### M2 wires

(3 px per µm)
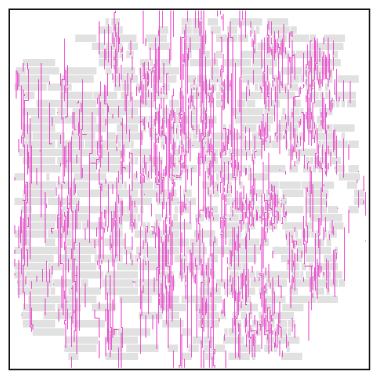
### Port wiring

(3 px per µm)
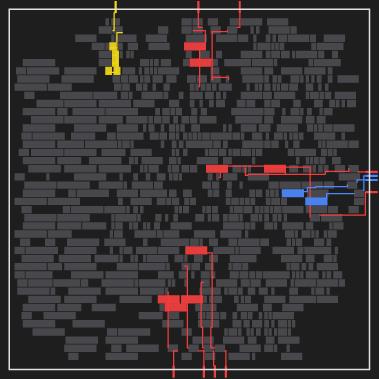
### A small window of the routed layout

Region (80, 80) to (100, 100) µm. Cells in gray, sequential cells in the stronger gray; small squares are vias.
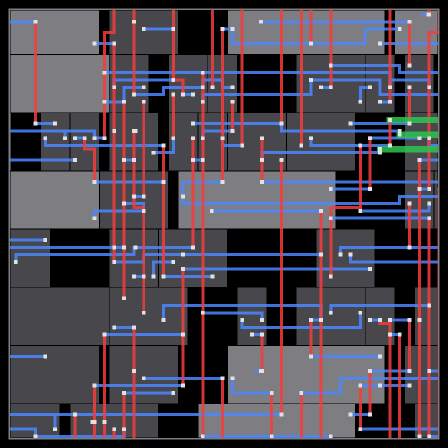
### Metal layers overlaid

(4 px per µm) Only two layers are drawn.
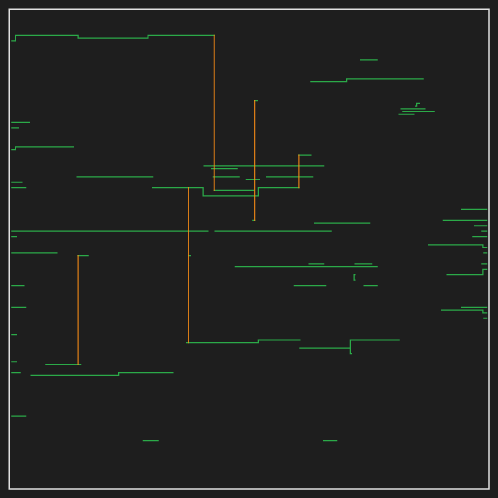
### Clock nets

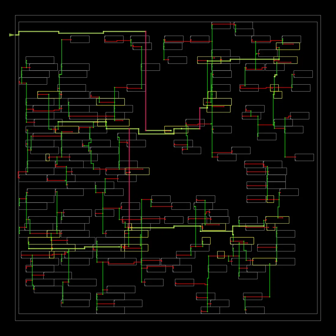
File: config.mk
export PLATFORM = sky130hd
export DESIGN_NAME = agv_task_scheduler_flat
export DESIGN_NICKNAME = d
export VERILOG_FILES = /design/src/rtl/agv_task_scheduler_pkg.sv /design/src/rtl/agv_task_scheduler_if.sv /design/src/rtl/agv_task_scheduler_fifo.sv /design/src/rtl/agv_task_scheduler.sv /design/src/flat_wrapper.sv
export SDC_FILE = /design/constraint.sdc
export NUM_CORES = 1
export LEC_CHECK = 0
export CORE_UTILIZATION = 50
export DETAILED_ROUTE_END_ITERATION = 12
export PLACE_DENSITY = 0.7
export SLEW_MARGIN = 20
export SYNTH_ARGS = -nofsm -noshare
export SYNTH_HDL_FRONTEND = slang
export SYNTH_SLANG_ARGS = --single-unit
export TNS_END_PERCENT = 20
File: constraint.sdc
create_clock -name clk -period 4.15 [get_ports clk]
set_input_delay 0.6225 -clock clk [delete_from_list [all_inputs] [get_ports clk]]
set_output_delay 0.6225 -clock clk [all_outputs]
set_load 0.005 [all_outputs]
File: src/rtl/agv_task_scheduler_pkg.sv
// Shared types for the AGV mission sequencer: node codes, leg/state enums,
// gripper command codes and the queued task record.
package agv_pkg;
  typedef logic [7:0] node_t;

  typedef enum logic [1:0] {LEG_HOME, LEG_PICK, LEG_DROP} leg_e;

  typedef enum logic [2:0] {
    S_IDLE, S_PLAN, S_WAIT_PATH, S_TRAVEL, S_BLOCKED, S_DWELL
  } state_e;

  localparam logic [1:0] LOAD_NONE = 2'b00;
  localparam logic [1:0] LOAD_PICK = 2'b01;
  localparam logic [1:0] LOAD_DROP = 2'b10;

  typedef struct packed {
    node_t pick;
    node_t drop;
  } task_t;
endpackage

File: src/rtl/agv_task_scheduler_if.sv
// Task intake handshake plus the planner leg request/response bundle.
interface agv_task_scheduler_if;
  import agv_pkg::*;

  logic  task_valid;
  logic  task_ready;
  node_t task_pick;
  node_t task_drop;
  logic  path_ready;
  logic  plan_req;
  node_t src;
  node_t dest;

  modport master (
    output task_valid, task_pick, task_drop, path_ready,
    input  task_ready, plan_req, src, dest
  );

  modport slave (
    input  task_valid, task_pick, task_drop, path_ready,
    output task_ready, plan_req, src, dest
  );
endinterface

File: src/rtl/agv_task_scheduler_fifo.sv
// Synchronous FIFO of {pick,drop} tasks; head is visible on dout while non-empty.
module agv_task_fifo import agv_pkg::*; #(
  parameter int DEPTH = 4
) (
  input  logic                   clk,
  input  logic                   rst,
  input  logic                   push,
  input  logic                   pop,
  input  task_t                  din,
  output task_t                  dout,
  output logic                   full,
  output logic                   empty,
  output logic [$clog2(DEPTH):0] count
);
  localparam int AW = $clog2(DEPTH);
  localparam logic [AW:0] FULL_CNT = (AW+1)'(DEPTH);

  task_t         mem [DEPTH];
  logic [AW-1:0] wr_ptr, rd_ptr;
  logic          do_push, do_pop;

  assign full    = (count == FULL_CNT);
  assign empty   = (count == '0);
  // A full queue still takes a push when the head leaves in the same cycle.
  assign do_pop  = pop && !empty;
  assign do_push = push && (!full || do_pop);
  assign dout    = mem[rd_ptr];

  always_ff @(posedge clk) begin
    if (rst) begin
      wr_ptr <= '0;
      rd_ptr <= '0;
      count  <= '0;
    end else begin
      if (do_push) wr_ptr <= wr_ptr + 1'b1;
      if (do_pop)  rd_ptr <= rd_ptr + 1'b1;
      case ({do_push, do_pop})
        2'b10:   count <= count + 1'b1;
        2'b01:   count <= count - 1'b1;
        default: count <= count;
      endcase
    end
  end

  always_ff @(posedge clk) begin
    if (do_push) mem[wr_ptr] <= din;
  end
endmodule

File: src/rtl/agv_task_scheduler.sv
// Mission sequencer: pops pick/drop tasks and drives planner legs pick -> drop -> home,
// with arrival detection, load/unload dwell and obstacle halt. All outputs come from flops.
module agv_task_scheduler import agv_pkg::*; #(
  parameter int    FIFO_DEPTH   = 4,
  parameter node_t HOME_NODE    = 8'h60,
  parameter int    DWELL_CYCLES = 25000000,
  parameter int    PATH_TIMEOUT = 1000,
  parameter int    OBJ_CLEAR    = 50000
) (
  input  logic                        clk,
  input  logic                        rst,
  agv_task_scheduler_if.slave         bus,
  input  node_t                       current_node,
  input  logic                        node_arrive,
  input  logic                        obj_det,
  output logic                        halt,
  output logic [1:0]                  load_cmd,
  output logic                        busy,
  output logic                        task_done,
  output logic [$clog2(FIFO_DEPTH):0] fifo_count
);
  localparam int DW = (DWELL_CYCLES > 1) ? $clog2(DWELL_CYCLES) : 1;
  localparam int PW = (PATH_TIMEOUT > 1) ? $clog2(PATH_TIMEOUT) : 1;
  localparam int CW = (OBJ_CLEAR    > 1) ? $clog2(OBJ_CLEAR)    : 1;
  localparam logic [DW-1:0] DWELL_LAST = DW'(DWELL_CYCLES - 1);
  localparam logic [PW-1:0] PATH_LAST  = PW'(PATH_TIMEOUT - 1);
  localparam logic [CW-1:0] CLR_LAST   = CW'(OBJ_CLEAR - 1);

  state_e        state_q, state_d;
  leg_e          leg_q, leg_d;
  node_t         src_q, src_d, dest_q, dest_d, drop_q, drop_d;
  logic          plan_req_q, halt_q, done_q, done_d, arr_pend_q, arr_pend_d;
  logic [1:0]    load_q;
  logic [DW-1:0] dwell_cnt_q, dwell_cnt_d;
  logic [PW-1:0] path_cnt_q, path_cnt_d;
  logic [CW-1:0] clr_cnt_q, clr_cnt_d;

  task_t fifo_head;
  logic  fifo_full, fifo_empty, pop, arrived;

  // Pop is decided from registered state only, so task_ready has no input-to-output path.
  assign bus.task_ready = !fifo_full || pop;
  assign bus.plan_req   = plan_req_q;
  assign bus.src        = src_q;
  assign bus.dest       = dest_q;
  assign halt           = halt_q;
  assign load_cmd       = load_q;
  assign task_done      = done_q;
  assign busy           = (state_q != S_IDLE);
  assign arrived        = arr_pend_q && (current_node == dest_q);

  agv_task_fifo #(.DEPTH(FIFO_DEPTH)) u_fifo (
    .clk   (clk),
    .rst   (rst),
    .push  (bus.task_valid && bus.task_ready),
    .pop   (pop),
    .din   ({bus.task_pick, bus.task_drop}),
    .dout  (fifo_head),
    .full  (fifo_full),
    .empty (fifo_empty),
    .count (fifo_count)
  );

  always_comb begin
    state_d     = state_q;
    leg_d       = leg_q;
    src_d       = src_q;
    dest_d      = dest_q;
    drop_d      = drop_q;
    done_d      = 1'b0;
    pop         = 1'b0;
    arr_pend_d  = 1'b0;
    dwell_cnt_d = '0;
    path_cnt_d  = '0;
    clr_cnt_d   = '0;
    case (state_q)
      S_IDLE: if (!fifo_empty) begin
        pop     = 1'b1;
        leg_d   = LEG_PICK;
        src_d   = current_node;
        dest_d  = fifo_head.pick;
        drop_d  = fifo_head.drop;
        state_d = S_PLAN;
      end
      S_PLAN: state_d = S_WAIT_PATH;
      S_WAIT_PATH: begin
        if (bus.path_ready)            state_d = S_TRAVEL;
        else if (path_cnt_q == PATH_LAST) state_d = S_PLAN;
        else                           path_cnt_d = path_cnt_q + 1'b1;
      end
      S_TRAVEL, S_BLOCKED: begin
        // current_node settles on the arrival cycle, so the compare runs one cycle later.
        arr_pend_d = node_arrive;
        if (arrived) begin
          arr_pend_d = 1'b0;
          state_d    = (leg_q == LEG_HOME) ? S_IDLE : S_DWELL;
        end else if (state_q == S_TRAVEL) begin
          if (obj_det) state_d = S_BLOCKED;
        end else if (!obj_det) begin
          if (clr_cnt_q == CLR_LAST) state_d = S_TRAVEL;
          else                       clr_cnt_d = clr_cnt_q + 1'b1;
        end
      end
      S_DWELL: begin
        if (dwell_cnt_q == DWELL_LAST) begin
          src_d   = dest_q;
          state_d = S_PLAN;
          if (leg_q == LEG_PICK) begin
            leg_d  = LEG_DROP;
            dest_d = drop_q;
          end else begin
            done_d = 1'b1;
            if (!fifo_empty) begin
              pop    = 1'b1;
              leg_d  = LEG_PICK;
              dest_d = fifo_head.pick;
              drop_d = fifo_head.drop;
            end else begin
              leg_d  = LEG_HOME;
              dest_d = HOME_NODE;
            end
          end
        end else begin
          dwell_cnt_d = dwell_cnt_q + 1'b1;
        end
      end
      default: state_d = S_IDLE;
    endcase
    // A zero-length leg is already "arrived": skip the planner entirely.
    if (state_d == S_PLAN && state_q != S_WAIT_PATH && src_d == dest_d)
      state_d = (leg_d == LEG_HOME) ? S_IDLE : S_DWELL;
  end

  always_ff @(posedge clk) begin
    if (rst) begin
      state_q     <= S_IDLE;
      leg_q       <= LEG_HOME;
      src_q       <= HOME_NODE;
      dest_q      <= HOME_NODE;
      drop_q      <= HOME_NODE;
      plan_req_q  <= 1'b0;
      halt_q      <= 1'b1;
      load_q      <= LOAD_NONE;
      done_q      <= 1'b0;
      arr_pend_q  <= 1'b0;
      dwell_cnt_q <= '0;
      path_cnt_q  <= '0;
      clr_cnt_q   <= '0;
    end else begin
      state_q     <= state_d;
      leg_q       <= leg_d;
      src_q       <= src_d;
      dest_q      <= dest_d;
      drop_q      <= drop_d;
      plan_req_q  <= (state_d == S_PLAN);
      halt_q      <= (state_d != S_TRAVEL);
      load_q      <= (state_d != S_DWELL) ? LOAD_NONE :
                     (leg_d == LEG_PICK)  ? LOAD_PICK : LOAD_DROP;
      done_q      <= done_d;
      arr_pend_q  <= arr_pend_d;
      dwell_cnt_q <= dwell_cnt_d;
      path_cnt_q  <= path_cnt_d;
      clr_cnt_q   <= clr_cnt_d;
    end
  end
endmodule
File: src/flat_wrapper.sv
// flat-port wrapper written by rule: the top's interface ports become plain ports
module agv_task_scheduler_flat import agv_pkg::*;
#(
  parameter int    FIFO_DEPTH   = 4,
  parameter node_t HOME_NODE    = 8'h60,
  parameter int    DWELL_CYCLES = 25000000,
  parameter int    PATH_TIMEOUT = 1000,
  parameter int    OBJ_CLEAR    = 50000
)
  (clk, rst, current_node, node_arrive, obj_det, halt, load_cmd, busy, task_done, fifo_count, bus_task_valid, bus_task_pick, bus_task_drop, bus_path_ready, bus_task_ready, bus_plan_req, bus_src, bus_dest);
  agv_task_scheduler_if bus_i ();
  input  logic clk;
  input  logic rst;
  input  node_t current_node;
  input  logic node_arrive;
  input  logic obj_det;
  output logic halt;
  output logic [1:0] load_cmd;
  output logic busy;
  output logic task_done;
  output logic [$clog2(FIFO_DEPTH):0] fifo_count;
  input wire logic [$bits(bus_i.task_valid)-1:0] bus_task_valid;
  input wire logic [$bits(bus_i.task_pick)-1:0] bus_task_pick;
  input wire logic [$bits(bus_i.task_drop)-1:0] bus_task_drop;
  input wire logic [$bits(bus_i.path_ready)-1:0] bus_path_ready;
  output wire logic [$bits(bus_i.task_ready)-1:0] bus_task_ready;
  output wire logic [$bits(bus_i.plan_req)-1:0] bus_plan_req;
  output wire logic [$bits(bus_i.src)-1:0] bus_src;
  output wire logic [$bits(bus_i.dest)-1:0] bus_dest;
  assign bus_i.task_valid = bus_task_valid;
  assign bus_i.task_pick = bus_task_pick;
  assign bus_i.task_drop = bus_task_drop;
  assign bus_i.path_ready = bus_path_ready;
  assign bus_task_ready = bus_i.task_ready;
  assign bus_plan_req = bus_i.plan_req;
  assign bus_src = bus_i.src;
  assign bus_dest = bus_i.dest;
  agv_task_scheduler #(.FIFO_DEPTH(FIFO_DEPTH), .HOME_NODE(HOME_NODE), .DWELL_CYCLES(DWELL_CYCLES), .PATH_TIMEOUT(PATH_TIMEOUT), .OBJ_CLEAR(OBJ_CLEAR)) u_core (.clk(clk), .rst(rst), .bus(bus_i), .current_node(current_node), .node_arrive(node_arrive), .obj_det(obj_det), .halt(halt), .load_cmd(load_cmd), .busy(busy), .task_done(task_done), .fifo_count(fifo_count));
endmodule
==> ci_impl_report.md <==
### Flow metrics

| Metric | Value |
|---|---|
| CP bufs+invs | `1` |
| Drt via density | `5.45` |
| Multi-input gate area | `0.00291 mm²` |
| Max Fclk | `264 MHz` |
| Yosys Chip Area | `0.00691 mm²` |
| Yosys cell types | `61` |
| Outcome | `completed` |
| Antenna violations before repair | `0` |
| CTS tree | `yes` |
| Slew Viols, Final | `0` |
| Post-DP Area | `0.00766 mm²` |
| Leakage | `2.76 nW` |
| Routed Antenna Nets | `0` |
| Number of global-route vias before repair | `4,744` |
| Largest net degree at the start of global routing | `44` |
| Row cnt | `42` |
| DR top layer | `met4` |
| HPWL after DPL | `9780 µm` |
| Fillers | `1,077` |
| Max cap viols | `0` |
| EDFF count, synth | `64` |
| HP Start | `u_core.clr_cnt_q[0]` |
| Wire length on met3 | `621 µm` |
| Critical path endpoint category | `primary output` |
| Reg power frac | `38.1%` |
| Total power | `5.37 mW` |
| Ant. Diodes | `0` |
| R2R Setup Slk | `400 ps` |
| Async S/R FF share, synth | `0%` |
| Worst reg2reg path endpoint | `u_core.u_fifo.count[2]` |
| Yosys cell count | `638` |
| Slew HR | `39.4%` |
| Combinational power share | `33.6%` |
| Maximum clock path buffer count | `2` |
| FF+latch count, synth | `159` |
| Comb pwr | `1.81 mW` |
| Routed WL per cell | `15.5 µm` |
| Final instance count without filler cells | `886` |
## Picture notes: 'M2 wires'
share of all routed wire: 51%
longest straight run: 55.8 µm
nets with wire on the layer: 640

## Picture notes: 'Port wiring'
legend:
  bus_src:
    color: red
    bits: 8
    direction: output
    edge: 4 south, 2 east, 2 north
    end_cells: 8
    buffers: 8
    wire: 319 µm
  bus_task_valid:
    color: yellow
    bits: 1
    direction: input
    edge: north
    end_cells: 5
    buffers: 1
    wire: 31.8 µm
  load_cmd:
    color: blue
    bits: 2
    direction: output
    edge: east
    end_cells: 2
    buffers: 2
    wire: 38.4 µm

## Picture notes: 'A small window of the routed layout'
legend:
  M1:
    color: blue
  M2:
    color: red
  M3:
    color: green
most frequent: dfxtp_1 (7), nor2_1 (6), xnor2_1 (5)
netlist names of flops here include: u_core.dwell_cnt_q (7)
sequential cells in the window: 7
cells with their middle in the window: 35

## Picture notes: 'Metal layers overlaid'
legend:
  M3:
    color: green
    wire_length: 622 µm
  M4:
    color: orange
    wire_length: 143 µm

## Picture notes: 'Clock nets'
clock skew: 6.72 ps
Clk power: 1.52 mW
# clk buffers: 20

-- state kept, by name, indices dropped and copies added (netlist names), 3 cells and up, named ones only --
signal,flops
u_core.drop_q,8
u_core.u_fifo.mem,64
u_core.clr_cnt_q,16
u_core.dwell_cnt_q,25
u_core.bus.dest,8
u_core.bus.src,8
u_core.path_cnt_q,10
u_core.state_q,3
u_core.u_fifo.count,3
-- per-layer routing --
metal,vias to the layer above,GRT usage (%)
li1,2397,-
met3,11,6.42
met4,0,6.09
met5,-,0
met1,2330,25.9
met2,93,34.8
-- area by class of cell --
type	instances	share of cell area, %
Clock buffer	20	5.42
Clock inverter	12	1.65
Inverter	18	0.820
Multi-Input combinational cell	434	35.3
Sequential cell	159	46.4
Tap cell	176	2.67
Timing Repair Buffer	67	7.77
Power and IR drop assume default switching activity.
